File: config.mk
export PLATFORM = sky130hd
export DESIGN_NAME = systolic_mac_array
export DESIGN_NICKNAME = d
export VERILOG_FILES = /design/src/rtl/systolic_mac_array.sv
export SDC_FILE = /design/constraint.sdc
export NUM_CORES = 2
export LEC_CHECK = 0
export ABC_CLOCK_PERIOD_IN_PS = 7100
export CORE_ASPECT_RATIO = 1.75
export CORE_MARGIN = 5
export CORE_UTILIZATION = 60
export CTS_BUF_LIST = sky130_fd_sc_hd__clkbuf_2 sky130_fd_sc_hd__clkbuf_4 sky130_fd_sc_hd__clkbuf_8
export DETAILED_ROUTE_END_ITERATION = 10
export PLACE_DENSITY = 0.78
export SYNTH_ARGS = -nofsm -noshare
export SYNTH_HDL_FRONTEND = slang
export SYNTH_SLANG_ARGS = --single-unit
File: constraint.sdc
create_clock -name clk -period 7.1 [get_ports clk]
set_clock_uncertainty 0.05 [all_clocks]
set_input_delay 0.71 -clock clk [delete_from_list [all_inputs] [get_ports clk]]
set_output_delay 0.71 -clock clk [all_outputs]
set_load 0.01 [all_outputs]
File: src/rtl/systolic_mac_array.sv
// Weight-stationary ARR_SIZE x ARR_SIZE signed MAC array with input skew, output
// deskew and a per-stage valid tag, feeding the accumulator one aligned row per vector.
module systolic_mac_array #(
  parameter int ARR_SIZE = 4,
  parameter int DATA_W   = 8,
  parameter int ACC_W    = 32,
  localparam int ROW_W   = (ARR_SIZE > 1) ? $clog2(ARR_SIZE) : 1
) (
  input  logic                         clk,
  input  logic                         rst_n,
  input  logic                         wt_load_valid,
  output logic                         wt_load_ready,
  input  logic [ROW_W-1:0]             wt_load_row,
  input  logic [ARR_SIZE*DATA_W-1:0]   wt_load_data,
  input  logic                         act_valid,
  input  logic [ARR_SIZE*DATA_W-1:0]   act_data,
  output logic                         psum_valid,
  output logic [ARR_SIZE*ACC_W-1:0]    psum_out,
  output logic                         busy
);

  localparam int PIPE = 2*ARR_SIZE - 1;

  logic signed [DATA_W-1:0] w_q   [ARR_SIZE][ARR_SIZE];
  logic signed [DATA_W-1:0] act_g [ARR_SIZE];
  logic signed [ACC_W-1:0]  col_out [ARR_SIZE];
  logic [PIPE-1:0]          vld_q;
  logic                     busy_q;
  logic                     psum_valid_q;
  logic [ARR_SIZE*ACC_W-1:0] psum_out_q;
  logic                     load_fire;

  assign wt_load_ready = !busy_q && !act_valid;
  assign load_fire     = wt_load_valid && wt_load_ready;
  assign busy          = busy_q;
  assign psum_valid    = psum_valid_q;
  assign psum_out      = psum_out_q;

  // NOTE: every always_comb output gets a default first so no latch can be inferred.
  always_comb begin
    for (int i = 0; i < ARR_SIZE; i++) begin
      act_g[i] = '0;
      if (act_valid) act_g[i] = act_data[i*DATA_W +: DATA_W];
    end
  end

  // NOTE: the weight tile is reset so a vector issued straight after reset sees zeros.
  always_ff @(posedge clk or negedge rst_n) begin
    if (!rst_n) begin
      for (int i = 0; i < ARR_SIZE; i++)
        for (int j = 0; j < ARR_SIZE; j++)
          w_q[i][j] <= '0;
    end else if (load_fire) begin
      for (int i = 0; i < ARR_SIZE; i++)
        if (wt_load_row == ROW_W'(i))
          for (int j = 0; j < ARR_SIZE; j++)
            w_q[i][j] <= wt_load_data[j*DATA_W +: DATA_W];
    end
  end

  for (genvar i = 0; i < ARR_SIZE; i++) begin : g_row
    logic signed [DATA_W-1:0] a_row;

    if (i == 0) begin : g_noskew
      assign a_row = act_g[0];
    end else begin : g_skew
      logic signed [DATA_W-1:0] sk_q [i];
      // NOTE: sequential state uses non-blocking assignments so the shift chain moves one hop per edge.
      always_ff @(posedge clk or negedge rst_n) begin
        if (!rst_n) begin
          for (int k = 0; k < i; k++) sk_q[k] <= '0;
        end else begin
          sk_q[0] <= act_g[i];
          for (int k = 1; k < i; k++) sk_q[k] <= sk_q[k-1];
        end
      end
      assign a_row = sk_q[i-1];
    end

    for (genvar j = 0; j < ARR_SIZE; j++) begin : g_pe
      logic signed [DATA_W-1:0]   a_in;
      logic signed [ACC_W-1:0]    ps_in;
      logic signed [ACC_W-1:0]    ps_q;
      logic signed [2*DATA_W-1:0] prod;

      if (j == 0) begin : g_ain0
        assign a_in = a_row;
      end else begin : g_ain
        assign a_in = g_row[i].g_pe[j-1].g_fwd.act_q;
      end

      if (i == 0) begin : g_top
        assign ps_in = '0;
      end else begin : g_psin
        assign ps_in = g_row[i-1].g_pe[j].ps_q;
      end

      if (j < ARR_SIZE-1) begin : g_fwd
        logic signed [DATA_W-1:0] act_q;
        always_ff @(posedge clk or negedge rst_n) begin
          if (!rst_n) act_q <= '0;
          else        act_q <= a_in;
        end
      end

      assign prod = a_in * w_q[i][j];

      always_ff @(posedge clk or negedge rst_n) begin
        if (!rst_n) ps_q <= '0;
        else        ps_q <= ps_in + ACC_W'(prod);
      end
    end
  end

  // Columns further left finish earlier; delay them so the whole row leaves together.
  for (genvar j = 0; j < ARR_SIZE; j++) begin : g_col
    localparam int D = ARR_SIZE - 1 - j;
    if (D == 0) begin : g_nodly
      assign col_out[j] = g_row[ARR_SIZE-1].g_pe[j].ps_q;
    end else begin : g_dly
      logic signed [ACC_W-1:0] ds_q [D];
      always_ff @(posedge clk or negedge rst_n) begin
        if (!rst_n) begin
          for (int k = 0; k < D; k++) ds_q[k] <= '0;
        end else begin
          ds_q[0] <= g_row[ARR_SIZE-1].g_pe[j].ps_q;
          for (int k = 1; k < D; k++) ds_q[k] <= ds_q[k-1];
        end
      end
      assign col_out[j] = ds_q[D-1];
    end
  end

  always_ff @(posedge clk or negedge rst_n) begin
    if (!rst_n) begin
      vld_q        <= '0;
      busy_q       <= 1'b0;
      psum_valid_q <= 1'b0;
      psum_out_q   <= '0;
    end else begin
      vld_q        <= {vld_q[PIPE-2:0], act_valid};
      busy_q       <= act_valid || (|vld_q[PIPE-2:0]);
      psum_valid_q <= vld_q[PIPE-1];
      if (vld_q[PIPE-1])
        for (int j = 0; j < ARR_SIZE; j++)
          psum_out_q[j*ACC_W +: ACC_W] <= col_out[j];
    end
  end

endmodule

### PDN straps and rails

Bar = 100 um. Pins as bars on the die edge. Tap cells in gray.
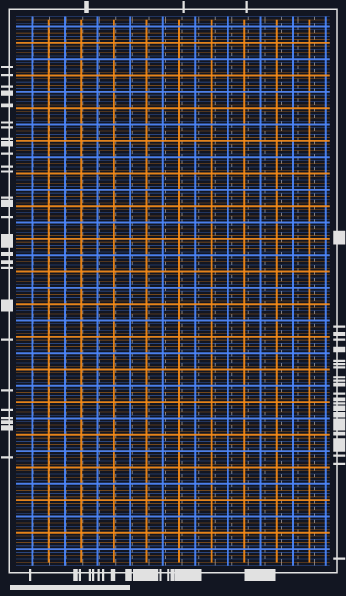
legend:
  blue:
    net: VSS
  orange:
    net: VDD
met1 rails: 169
signal pins: 201
met4 straps: 19
rows: 168

==> qor.csv <==
metric,value,unit
run_status,completed,
synth_stat.cells,6601,
holdPathEnd,g_col[2].g_dly.ds_q[0],
cp.required,7.74,ns
worstPathCellList,nand2_1 > fa_1 > inv_1 > fa_1 > fa_1 > inv_1 > fa_1 > inv_1 > ha_1 > ha_1 > a21oi_1 > nor2b_1 > a311o_1 > a32o_1 > or4_4 > a2111oi_2 > a211oi_1,
power.total,0.01903,W
r2r_cells,17,
slowest_stage,fa_1,
placementRows,168,
cp_slowest_stage_delay,0.68,ns
worst_r2r_endpoint,g_row[3].g_pe[1].ps_q[30],
setup_viol,0,
drv_cap,0,
die_h,468.0,um
clk-insertion-delay-late,0.87,ns
cts_buffers,111,
avgRoutedWirePerCell,17.59,um
ys_warn_count,0,
place_ws,1.159,ns
hold_class,reg2reg,
fin_crit,5.900,ns
drcViolationCount,0,
synthToLayoutAreaGrowth,8.817,%
nNetsFinal,8688,
cts_root_buf,clkbuf_8,
arrival,6.54,ns
fin_tns_setup,0,ns
synth_nets,8476,
hp-start,g_row[3].g_pe[2].ps_q[0],
cts_tree,built,
antenna_found_initial,9,
place_inst,8229,
grtUsageTotal,24.59,%
edf_count,0,
startpoint,g_row[3].g_pe[0].g_fwd.act_q[7],
placed_cell_area,0.07542,mm^2
### Placed cells, one color a class

Bar = 100 um.
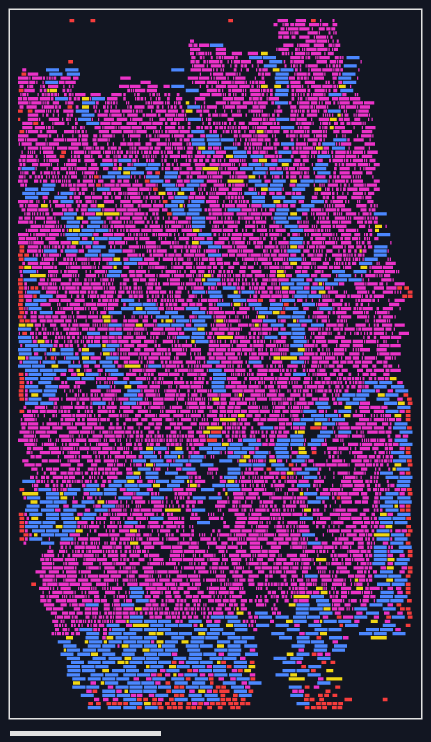
legend:
  yellow:
    class: clock drivers and dummy loads
    cells: 208
    share_of_their_area: 3.7%
  red:
    class: other buffers and delay cells
    cells: 212
    share_of_their_area: 2.8%
  blue:
    class: flops
    cells: 777
    share_of_their_area: 25%
  magenta:
    class: combinational and other logic
    cells: 5711
    share_of_their_area: 68%

==> report_power, final <==
group / total (W) / internal [W] / switching, W / leakage, nW
logic: 0.00851 / 0.00390 / 0.00460 / 29.7
registers: 0.00616 / 0.00557 / 0.000591 / 9.79
clock network: 0.00436 / 0.00251 / 0.00185 / 1.46
total: 0.0190 / 0.0120 / 0.00705 / 41.0
==> worst max-delay path: cells and delay by family, from the launching register on <==
family / cells / cell delay (ns)
flip-flops: 1 / 0.51
buffers and inverters: 3 / 0.14
AND/OR/NAND/NOR: 3 / 0.98
AND-OR/OR-AND: 5 / 1.27
adder cells (fa/ha/maj): 6 / 2.80
==> placed cells by master, fill, tap and decap left out, types with 102 or more instances in the layout <==
| cell | synthesis | final |
|---|---|---|
| nand2_1 | 453 | 453 |
| fa_1 | 1184 | 1184 |
| dfrtp_1 | 777 | 776 |
| nor2_1 | 159 | 159 |
| ha_1 | 621 | 621 |
| o21ai_0 | 102 | 102 |
| clkdlybuf4s50_1 | 0 | 198 |
| inv_1 | 1636 | 1636 |
| xnor2_1 | 196 | 196 |
| mux2_2 | 209 | 209 |
| and2_1 | 531 | 531 |
| clkbuf_8 | 0 | 137 |
| a21oi_1 | 119 | 119 |
==> logic make-up (layout without fill, tap and decap cells) <==
family | after synthesis | count (layout)
buffers and inverters | 1750 | 2057
adders and majority gates | 1805 | 1805
AOI/OAI and AO/OA | 385 | 385
DFF | 777 | 777
muxes | 212 | 212
and+or+nand+nor | 1419 | 1419
other | 0 | 4
xor gates and xnor gates | 253 | 253
==> area by class of cell <==
type,count,area [um^2]
multi-input cells,4074,45780
fillers,9042,41120
flip-flops and latches,777,19450
inverters,1637,6145
repair buffers,212,2145
clock buffers,163,2081
well taps,1530,1914
clock inverters,45,750.7
diodes,4,10.01
==> what timing repair did <==
item	in CTS	in global routing
hold buffers	1	0
hold endpoints to repair	80	0
setup endpoints to repair	0	0
==> cell usage after synthesis, types with 16 or more instances <==
cell type	n	area, um^2
fa_1	1184	23700
a21o_1	28	210.2
nor2b_1	27	168.9
o21ai_0	102	510.5
clkbuf_1	67	251.5
nor3_1	43	215.2
buf_4	39	292.8
nand3_1	21	105.1
nand2b_1	74	462.9
inv_1	1636	6141
nand2_1	453	1700
o21bai_1	16	120.1
xnor2_1	196	1717
ha_1	621	7770
and3_1	53	331.6
o21a_1	36	270.3
xor2_1	57	499.2
mux2_2	209	2354
a21oi_1	119	595.6
and2_1	531	3322
dfrtp_1	777	19440
nor2_1	159	596.8
==> metal layers <==
layer | vias up | part of all wire (%) | GRT usage [%]
met5 | - | 0.029 | 0
met4 | 10 | 7.7 | 15.51
met3 | 468 | 3.7 | 3.299
met2 | 1070 | 57 | 47.00
met1 | 23330 | 31 | 24.99
li1 | 20190 | - | -
==> sequential cells by signal, indices dropped and copies added (netlist names) <==
register and flops:
col_out 38, g_row.g_pe.g_fwd.act_q 96, busy 1, vld_q 7, g_row.g_pe.ps_q 293, psum_out 89, w_q 128, psum_valid 1
g_row.a_row 24, g_row.g_skew.sk_q 24, g_col.g_dly.ds_q 76
Power and IR drop assume default switching activity.
